==> run_1/sizes.png <==
Scale bar: 50 um.
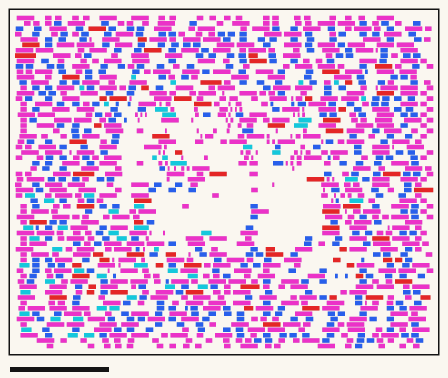
==> run_1/flops_by_reg.png <==
Other sequential cells in the stronger grey, the rest of the logic in the fainter grey.
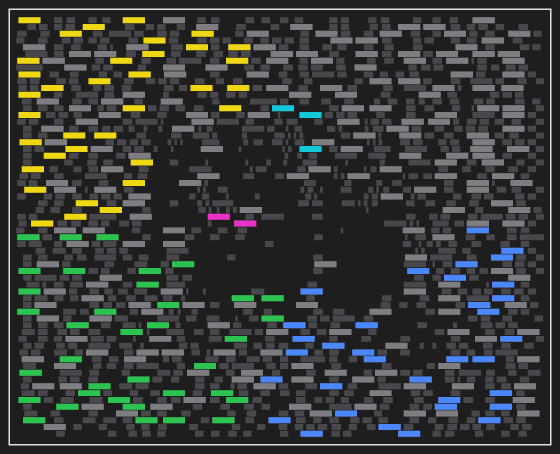
==> run_1/clk_routes.png <==
Scale bar: 50 um.
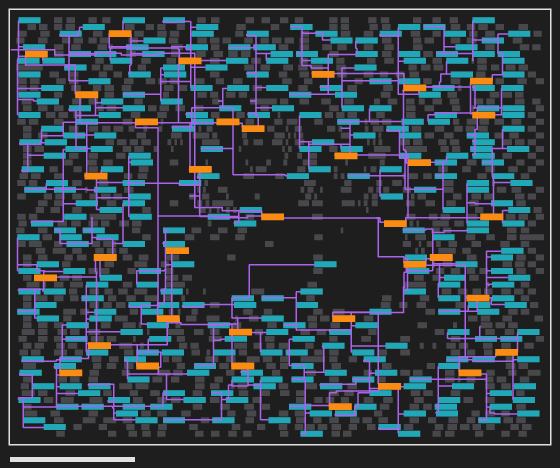
==> config.mk <==
export PLATFORM = sky130hd
export DESIGN_NAME = axil_buffer_flat
export DESIGN_NICKNAME = d
export VERILOG_FILES = /design/src/rtl/axil_buffer_if.sv /design/src/rtl/axil_buffer.sv /design/src/flat_wrapper.sv
export SDC_FILE = /design/constraint.sdc
export NUM_CORES = 1
export LEC_CHECK = 0
export CELL_PAD_IN_SITES_DETAIL_PLACEMENT = 1
export CELL_PAD_IN_SITES_GLOBAL_PLACEMENT = 2
export CORE_ASPECT_RATIO = 0.8
export CORE_MARGIN = 2
export CORE_UTILIZATION = 38
export DETAILED_ROUTE_END_ITERATION = 12
export GPL_TIMING_DRIVEN = 0
export PLACE_DENSITY_LB_ADDON = 0.3
export SYNTH_ARGS = -nofsm -noshare
export SYNTH_HDL_FRONTEND = slang
export SYNTH_HIERARCHICAL = 1
export SYNTH_SLANG_ARGS = --single-unit
==> constraint.sdc <==
create_clock -name clk -period 5.5 [get_ports clk]
set_input_delay 1.1 -clock clk [delete_from_list [all_inputs] [get_ports clk]]
set_output_delay 1.1 -clock clk [all_outputs]
set_load 0.02 [all_outputs]
==> results.json, run 1 <==
{
  "yosys.area_share.adder_pct": 0.729,
  "cts_tree": "built",
  "cpPeakStageDelay_ns": 0.68,
  "path_class": "reg -> out",
  "synthXorXnorAreaFrac_pct": 0.246,
  "drc": 0,
  "routed_wl_um": 33500,
  "ys_sh_simple_pct": 2.79,
  "crit_path_max_fanout": 10,
  "power.group.top": "combinational logic",
  "seq_power_share_pct": 34.1,
  "final_cell_mix": "mux2_2 (389), clkdlybuf4s50_1 (311), dfrtp_1 (305), clkbuf_16 (37), mux2_4 (30)",
  "drive_gt1_share_pct": 42.3,
  "pwr-share-comb_pct": 45.9,
  "postSynthAreaPerCell_sq_um": 15.5,
  "edf_count": 0,
  "setup_viol_count_final": 0,
  "stdcell_count": 1743,
  "die_y_um": 174,
  "cp-end-kind": "output port",
  "drt_iter0_markers": 256,
  "cpLargestDelayFamily": "buffers and inverters",
  "path_depth": 6,
  "pwr-share-clk_pct": 20.1,
  "yosysTopAreaCell": "dfrtp_1",
  "worstPathArrival_ns": 2.58,
  "aoi_share_pct": 1.76,
  "areaGrowthSynthToFinish_pct": 36.2,
  "dp_hpwl_um": 23500,
  "pg_comb_mw": 5.43,
  "power_leakage_nw": 7.94,
  "status": "complete, no violations",
  "crit_required_ns": 4.40,
  "intPower_mw": 7.95,
  "cp_num_buf_inv": 3,
  "maxSlewHeadroom_pct": 57.6,
  "antenna_found_initial": 3,
  "pin_count": 317,
  "fmax_mhz": 272,
  "period_minus_slack_ns": 3.68,
  "firstDrtPassIters": 4
}
About sizes.png:
| size | colour | cells | share |
|---|---|---|---|
| _0 and _1 cells | magenta | 727 | 58% |
| _6 and larger | red | 69 | 5.5% |
| _2 cells | blue | 413 | 33% |
| _3 and _4 cells | cyan | 51 | 4.0% |
PnR worst setup slack: 1.82 ns
post-route cell area: 0.0187 sq mm
count of non-CTS buffers in the layout: 356

About flops_by_reg.png:
| name in the netlist | colour | flops |
|---|---|---|
| `u_core/u_w/out_data_o` | green | 36 |
| `u_core/u_aw/out_data_o` | yellow | 35 |
| `u_core/u_r/out_data_o` | blue | 34 |
| `u_core/u_b/g_skid.skid_data_q` | magenta | 2 |
| `u_core/wrOutstanding` | cyan | 3 |
Seq area share: 40.8%
Flop+latch power: 4.03 mW
Register Area: 0.00763 sq mm
fin util: 52.3%

About clk_routes.png:
[clock drivers] orange | count: 35
[clock wires] purple | length: 4250 um
[flip-flops] cyan | count: 305
flops lie: spread over the die
routed clock nets: 36
worst skew pair latency: 0.51 ns
Clk. pwr: 2.37 mW

## run 1: layer usage
layer  wire length [um]  vias to the layer above  GRT usage (%)
met3               2380                       44           5.97
met5                  0                        -              0
met1              14800                     4309           23.2
met2              15700                      189           28.1
li1                   -                     3876              -
met4                650                        0           4.91
## run 1: layout make-up
cell class | count | share of cell area, %
diodes | 3 | 0.0401
plain buffers | 42 | 1.89
clock buffers | 54 | 5.66
clock inverters | 8 | 0.649
inverters | 17 | 0.341
multi-input cells | 520 | 30.4
flip-flops and latches | 305 | 40.8
well taps | 480 | 3.21
repair buffers | 314 | 17.0
## run 1: cells by family after synthesis
family | count (synthesis)
flip-flops | 305
AND/OR/NAND/NOR | 49
adder cells (fa/ha/maj) | 8
XOR/XNOR | 3
buffers and inverters | 59
AND-OR/OR-AND | 32
multiplexers | 428
==> run_1/layer_met4.png <==
Supply wires on this layer in grey.
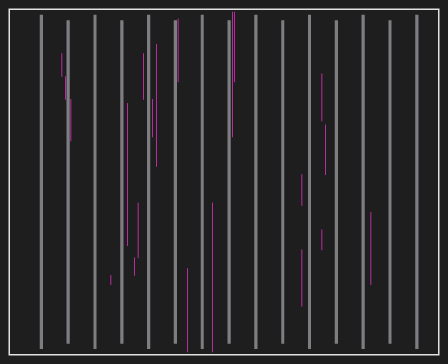

--- run 2 (diff from run 1) ---
Settings changed: CORE_UTILIZATION 38 to 35.
Clock period 5.5 ns to 3.45 ns, I/O delays scaled along.
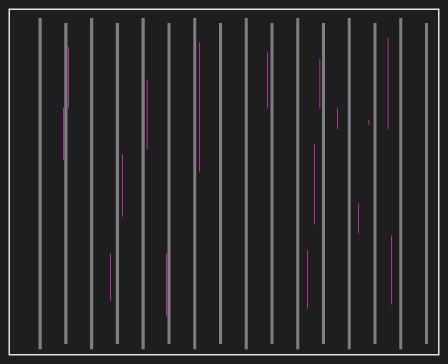
(run_2/layer_met4.png)
Supply wires on this layer in grey.
longest straight run: 68.0 um
share of all routed wire: 1.5%
main direction: vertical
vias: 8388
DRT Wirelength: 33000 um

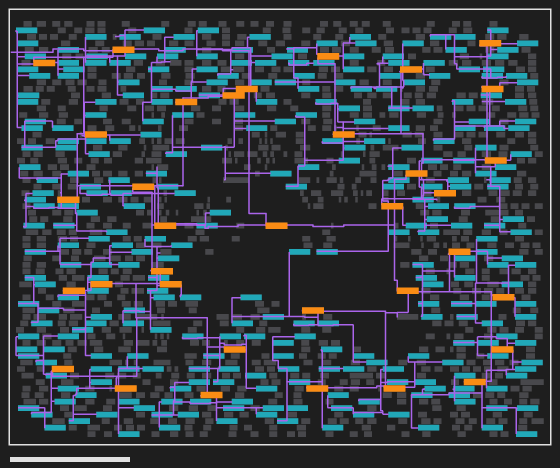
(run_2/clk_routes.png)
Scale bar: 50 um.
Clk. pwr: 3.66 mW
Final Skew: 0.0120 ns

==> results.json, run 2 <==
{
  "maxSlewHeadroom_pct": 58.2,
  "num_tap_cells": 495,
  "pin_count": 317,
  "synthXorXnorAreaFrac_pct": 0.246,
  "pwr-share-comb_pct": 46.2,
  "seq_area_sq_mm": 0.00763,
  "crit_path_max_fanout": 10,
  "synthTopLogicFamily": "multiplexers",
  "seq_power_share_pct": 34.3,
  "seq_share_pct": 40.8,
  "postSynthAreaPerCell_sq_um": 15.5,
  "antenna_found_initial": 3,
  "cp-end-kind": "output port",
  "fmax_mhz": 327,
  "yosysTopAreaCell": "dfrtp_1",
  "path_depth": 6,
  "insertedDiodeCount": 2,
  "period_minus_slack_ns": 3.06,
  "largest_cell_class": "sequential cells",
  "final_cell_mix": "mux2_2 (389), clkdlybuf4s50_1 (310), dfrtp_1 (305), clkbuf_16 (37), mux2_4 (30)",
  "cts_tree": "built",
  "nonClkBufAreaFrac_pct": 19.0,
  "pwr-share-clk_pct": 19.6,
  "edf_count": 0,
  "clk_share_pct": 6.10,
  "n_all_inverters": 17,
  "yosys.area_share.adder_pct": 0.729,
  "status": "complete, no violations",
  "areaGrowthSynthToFinish_pct": 36.2,
  "intPower_mw": 12.6,
  "logic_gate_count": 520,
  "worstPathArrival_ns": 2.37,
  "ys_sh_simple_pct": 2.79,
  "power_leakage_nw": 7.94,
  "cp_num_buf_inv": 3,
  "aoi_share_pct": 1.76,
  "setup_viol_count_final": 0,
  "stdcell_count": 1757,
  "cpPeakStageDelay_ns": 0.43,
  "drive_gt1_share_pct": 42.4,
  "buffers": 357,
  "sh_comb_area_pct": 30.4,
  "drt_iter0_markers": 230,
  "n_clock_buffer": 55,
  "cpLargestDelayFamily": "buffers and inverters"
}
## run 2: power by group through the flow
stage	combinational, mW	clock, mW	sequential, mW
after global routing	9.25	3.95	6.68
after detailed placement	8.74	0	6.47
after global placement	8.59	0	6.40
final	8.63	3.66	6.41
after floorplan	4.47	0	7.37
after CTS	8.79	3.82	6.43
## run 2: layer usage
metal / vias up / global-route usage, % / part of all wire, %
met5: - / 0 / 0.036
met4: 2 / 3.79 / 1.5
met3: 39 / 5.53 / 7.2
met2: 174 / 26.1 / 47
met1: 4293 / 21.0 / 44
li1: 3880 / - / -
## run 2: per-stage QoR
step	util, %	setup TNS [ns]
2_1_floorplan	-	0
3_3_place_gp	45.5	-3794.37
3_5_place_dp	45.7	0
4_1_cts	48.7	0
5_1_grt	48.7	0
6_report	48.7	0
Power figures rest on the tool's default switching activity, not on a simulated workload.
